### src/rtl/cpu7_icu_fetch_ctl.sv
// cpu7_icu_fetch_ctl: single-outstanding, 64-bit aligned instruction fetch controller between IFU and
// instruction memory. Define CPU7_ICU_LINEBUF_EN to add a one-line buffer that serves repeat fetches.
module cpu7_icu_fetch_ctl #(
  parameter int ADDR_W   = 32,
  parameter int DATA_W   = 64,
  parameter int OFS_BITS = 3
) (
  input  logic              clk,
  input  logic              reset,
  input  logic              ifu_icu_req_ic1,
  input  logic [ADDR_W-1:0] ifu_icu_addr_ic1,
  output logic              icu_ifu_ack_ic1,
  input  logic              ifu_icu_cancel,
  output logic [DATA_W-1:0] icu_ifu_data_ic2,
  output logic              icu_ifu_data_valid_ic2,
  input  logic              icu_inv,
  output logic              icu_mem_req,
  output logic [ADDR_W-1:0] icu_mem_addr,
  input  logic              mem_icu_gnt,
  input  logic [DATA_W-1:0] mem_icu_rdata,
  input  logic              mem_icu_rvalid
);

  localparam int TAG_W = ADDR_W - OFS_BITS;

  typedef enum logic [2:0] {
    S_IDLE,
    S_REQ,
    S_WAIT,
    S_DRAIN
`ifdef CPU7_ICU_LINEBUF_EN
    , S_HIT
`endif
  } state_t;

  state_t             state_q, state_d;
  logic [TAG_W-1:0]   tag_q;
  logic [DATA_W-1:0]  data_q;
  logic               dv_q;
  logic               deliver_mem;
  logic               deliver_hit;
  logic               lb_hit;
  logic               unused_bits;

`ifdef CPU7_ICU_LINEBUF_EN
  logic               lb_valid_q;
  logic [TAG_W-1:0]   lb_tag_q;
  logic [DATA_W-1:0]  lb_data_q;

  assign lb_hit      = lb_valid_q && (lb_tag_q == ifu_icu_addr_ic1[ADDR_W-1:OFS_BITS]);
  assign deliver_hit = (state_q == S_HIT) && !ifu_icu_cancel;
  assign unused_bits = ^ifu_icu_addr_ic1[OFS_BITS-1:0];
`else
  assign lb_hit      = 1'b0;
  assign deliver_hit = 1'b0;
  assign unused_bits = ^{icu_inv, ifu_icu_addr_ic1[OFS_BITS-1:0], lb_hit};
`endif

  // Ack is combinational so the IFU sees acceptance in the same cycle it raises req.
  assign icu_ifu_ack_ic1        = (state_q == S_IDLE) && ifu_icu_req_ic1 && !reset;
  assign icu_mem_req            = (state_q == S_REQ);
  assign icu_mem_addr           = {tag_q, {OFS_BITS{1'b0}}};
  assign icu_ifu_data_ic2       = data_q;
  assign icu_ifu_data_valid_ic2 = dv_q;

  // NOTE: every output of a combinational block gets a default first; a missed branch would infer a latch.
  always_comb begin
    state_d     = state_q;
    deliver_mem = 1'b0;
    unique case (state_q)
      S_IDLE: begin
        if (icu_ifu_ack_ic1) begin
`ifdef CPU7_ICU_LINEBUF_EN
          state_d = lb_hit ? S_HIT : S_REQ;
`else
          state_d = S_REQ;
`endif
        end
      end
      S_REQ: begin
        if (mem_icu_gnt)         state_d = ifu_icu_cancel ? S_DRAIN : S_WAIT;
        else if (ifu_icu_cancel) state_d = S_IDLE;
      end
      S_WAIT: begin
        if (mem_icu_rvalid) begin
          state_d     = S_IDLE;
          deliver_mem = !ifu_icu_cancel;
        end else if (ifu_icu_cancel) begin
          state_d = S_DRAIN;
        end
      end
      // The granted read still returns exactly one beat; swallow it.
      S_DRAIN: begin
        if (mem_icu_rvalid) state_d = S_IDLE;
      end
`ifdef CPU7_ICU_LINEBUF_EN
      S_HIT:   state_d = S_IDLE;
`endif
      default: state_d = S_IDLE;
    endcase
  end

  // NOTE: sequential state uses non-blocking assignments so all registers update from pre-edge values.
  always_ff @(posedge clk) begin
    if (reset) begin
      state_q <= S_IDLE;
      tag_q   <= '0;
      data_q  <= '0;
      dv_q    <= 1'b0;
    end else begin
      state_q <= state_d;
      dv_q    <= deliver_mem || deliver_hit;
      if (icu_ifu_ack_ic1) tag_q <= ifu_icu_addr_ic1[ADDR_W-1:OFS_BITS];
      if (deliver_mem) data_q <= mem_icu_rdata;
`ifdef CPU7_ICU_LINEBUF_EN
      else if (deliver_hit) data_q <= lb_data_q;
`endif
    end
  end

`ifdef CPU7_ICU_LINEBUF_EN
  // Invalidate wins over a same-cycle fill.
  always_ff @(posedge clk) begin
    if (reset)            lb_valid_q <= 1'b0;
    else if (icu_inv)     lb_valid_q <= 1'b0;
    else if (deliver_mem) lb_valid_q <= 1'b1;
  end

  // NOTE: buffer tag/data carry no reset; they are only observed while lb_valid_q is set.
  always_ff @(posedge clk) begin
    if (deliver_mem) begin
      lb_tag_q  <= tag_q;
      lb_data_q <= mem_icu_rdata;
    end
  end
`endif

  mem_rvalid_in_window: assert property (@(posedge clk) disable iff (reset)
    mem_icu_rvalid |-> (state_q == S_WAIT || state_q == S_DRAIN));

endmodule

### config.mk
export PLATFORM = sky130hd
export DESIGN_NAME = cpu7_icu_fetch_ctl
export DESIGN_NICKNAME = d
export VERILOG_FILES = /design/src/rtl/cpu7_icu_fetch_ctl.sv
export SDC_FILE = /design/constraint.sdc
export NUM_CORES = 1
export LEC_CHECK = 0
export ABC_AREA = 1
export CAP_MARGIN = 40
export CORE_MARGIN = 2
export CORE_UTILIZATION = 30
export DETAILED_ROUTE_END_ITERATION = 12
export PLACE_DENSITY_LB_ADDON = 0.05
export REMOVE_ABC_BUFFERS = 1
export SLEW_MARGIN = 0
export SYNTH_ARGS = -nofsm -noshare
export SYNTH_HDL_FRONTEND = slang
export SYNTH_SLANG_ARGS = --single-unit
### constraint.sdc
create_clock -name clk -period 1.25 [get_ports clk]
set_clock_uncertainty 0.15 [all_clocks]
set_input_delay 0.125 -clock clk [delete_from_list [all_inputs] [get_ports clk]]
set_output_delay 0.125 -clock clk [all_outputs]
set_load 0.03 [all_outputs]
**Routing congestion**

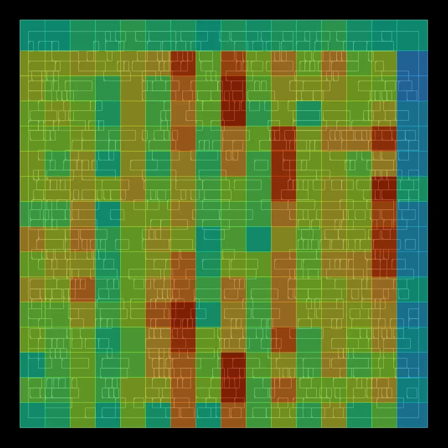
met3 Use GR: 5.72%
met1 Resource Use GR: 20.6%
met2 usage: 27.6%
GR peak layer: met2

**Routed metal, one color a layer**

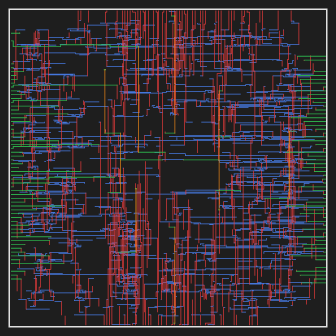
- green: M3 (wire length 960 um)
- orange: M4 (wire length 245 um)
- blue: M1 (wire length 4,870 um)
- red: M2 (wire length 5,110 um)
vias post-DR: 3,590
Routed WL: 11,200 um

**M2 wires**

Cells faint in the background.
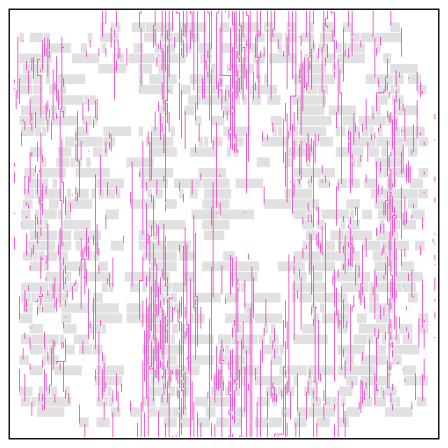
- main direction: vertical
- nets with wire on the layer: 608
- longest straight run: 47.6 um

**Met3 routing**

The bar under the picture is 20 um long. Cells faint in the background.
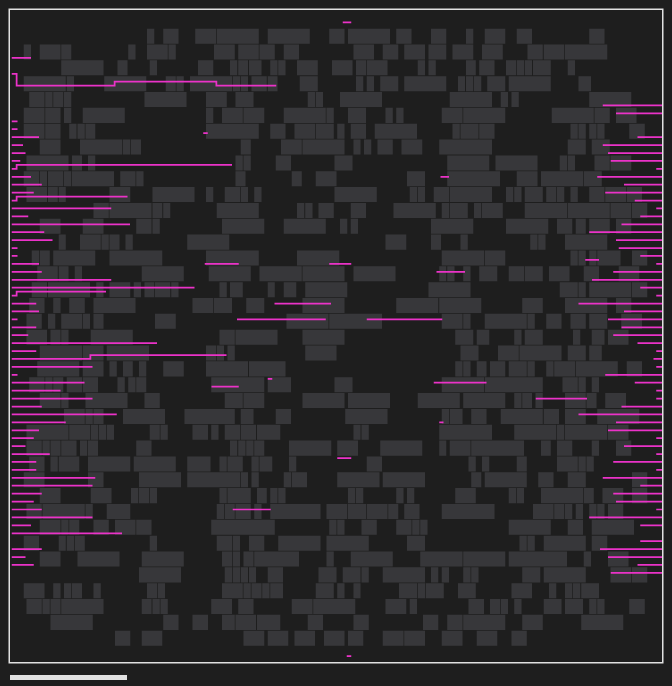
- share of all routed wire: 8.6%
- wire length on this layer: 960 um
- nets with wire on the layer: 122

==> job_summary.md <==
### Yosys + OpenROAD results

| Metric | Value |
|---|---|
| Critical Path Source Type | register |
| Routed Antenna Nets | 0 |
| Violation count after the first detailed-route iteration | roughly 150 |
| Die area | approximately 13,000 um2 |
| # fillers | around 1,100 |
| Fin util | a little over half |
| Post-Layout Inst Area | around 6200 um2 |
| Asr flop ratio synth | 0% |
| Setup violations, final | between 90 and 100 |
| Final period util | 111% |
| Count of different cell masters after synthesis | 17 |
| Status | finished, violations left |
| Synth-to-Final Area Change | 76.4% |
| Failing checks | negative setup slack |
| Adder Share, Synth | 0% |
| Worst R2R Setup Slack | -0.08 ns |
| Worst Reg-to-Reg Cells | 6 |
| Number of global-route vias before repair | between 3,000 and 4,000 |
| # DRC | 0 |
| Max Clk Rate | about 720 MHz |
| Vias per cell | 4.51 |
| Die Ht | ~110 um |
| Sw power | roughly 3.3 mW |
| Cell Pwr Density | between 1500 and 2000 nW/um2 |
| Min cycle time layout | approximately 1.4 ns |
| CP Data Required Time | between 0.9 and 1 ns |
| Pin count of the biggest net entering global routing | roughly 45 |
| Inserted Clock Buffers | 9 |
| Comb pwr share | between 30% and 40% |
| Top cells by area | dfxtp_1 (55%), nor2_1 (14%), o21ai_1 (8.6%) |
| Worst setup margin | -0.136 ns |
-- state kept, by name (all words and copies together) (netlist names) --
| signal | flops |
|---|---|
| icu_ifu_data_valid_ic2 | 1 |
| state_q | 2 |
| tag_q | 29 |
| icu_ifu_data_ic2 | 64 |
-- power groups by stage --
stage | sequential [mW] | combinational [mW] | clock [mW]
after floorplan | 4.53 | 0.847 | 0
after global placement | 3.78 | 3.00 | 0
after detailed placement | 3.79 | 3.03 | 0
after CTS | 3.75 | 3.24 | 2.70
after global routing | 3.83 | 3.64 | 2.84
final | 3.78 | 3.40 | 2.63
-- what timing repair did --
| action | CTS | global route |
|---|---|---|
| gates cloned | 4 | 2 |
| hold endpoints to repair | 0 | 0 |
| setup buffers | 4 | 1 |
| endpoints found under the setup margin | 97 | 97 |
| pin swaps | 2 | 10 |
| resized | 26 | 67 |
-- worst min path at each step --
stage	slack, ns	end	cells after the start
floorplan	0.05	icu_ifu_data_valid_ic2	1
detailed placement	0.31	tag_q[3]	2
CTS	0.18	tag_q[1]	3
global placement	0.31	tag_q[1]	2
global route	0.20	tag_q[7]	3
finish	0.19	tag_q[3]	3
-- tightest hold or removal path: stages --
cell and delay [ns]:
clkdlybuf4s50_1 0.39, nand2_1 0.06, o21ai_1 0.05
-- area by class of cell --
cell class | count | area (um2) | area share (%)
clock inverters | 1 | 30.0 | 0.487
clock buffers | 13 | 240 | 3.90
inverters | 10 | 56.3 | 0.913
repair buffers | 225 | 2200 | 35.7
multi-input cells | 308 | 1530 | 24.8
well taps | 143 | 179 | 2.90
flip-flops and latches | 96 | 1930 | 31.3
-- layer usage --
metal	up-vias	track usage, %	part of all wire, %	routed length, um
met5	-	0	0	0
met4	0	7.07	2.2	244
met3	18	5.72	8.6	960
met2	134	27.6	46	5110
met1	1626	20.6	44	4870
li1	1812	-	-	-
No activity file was given, so power comes from the tool's default toggle rates.
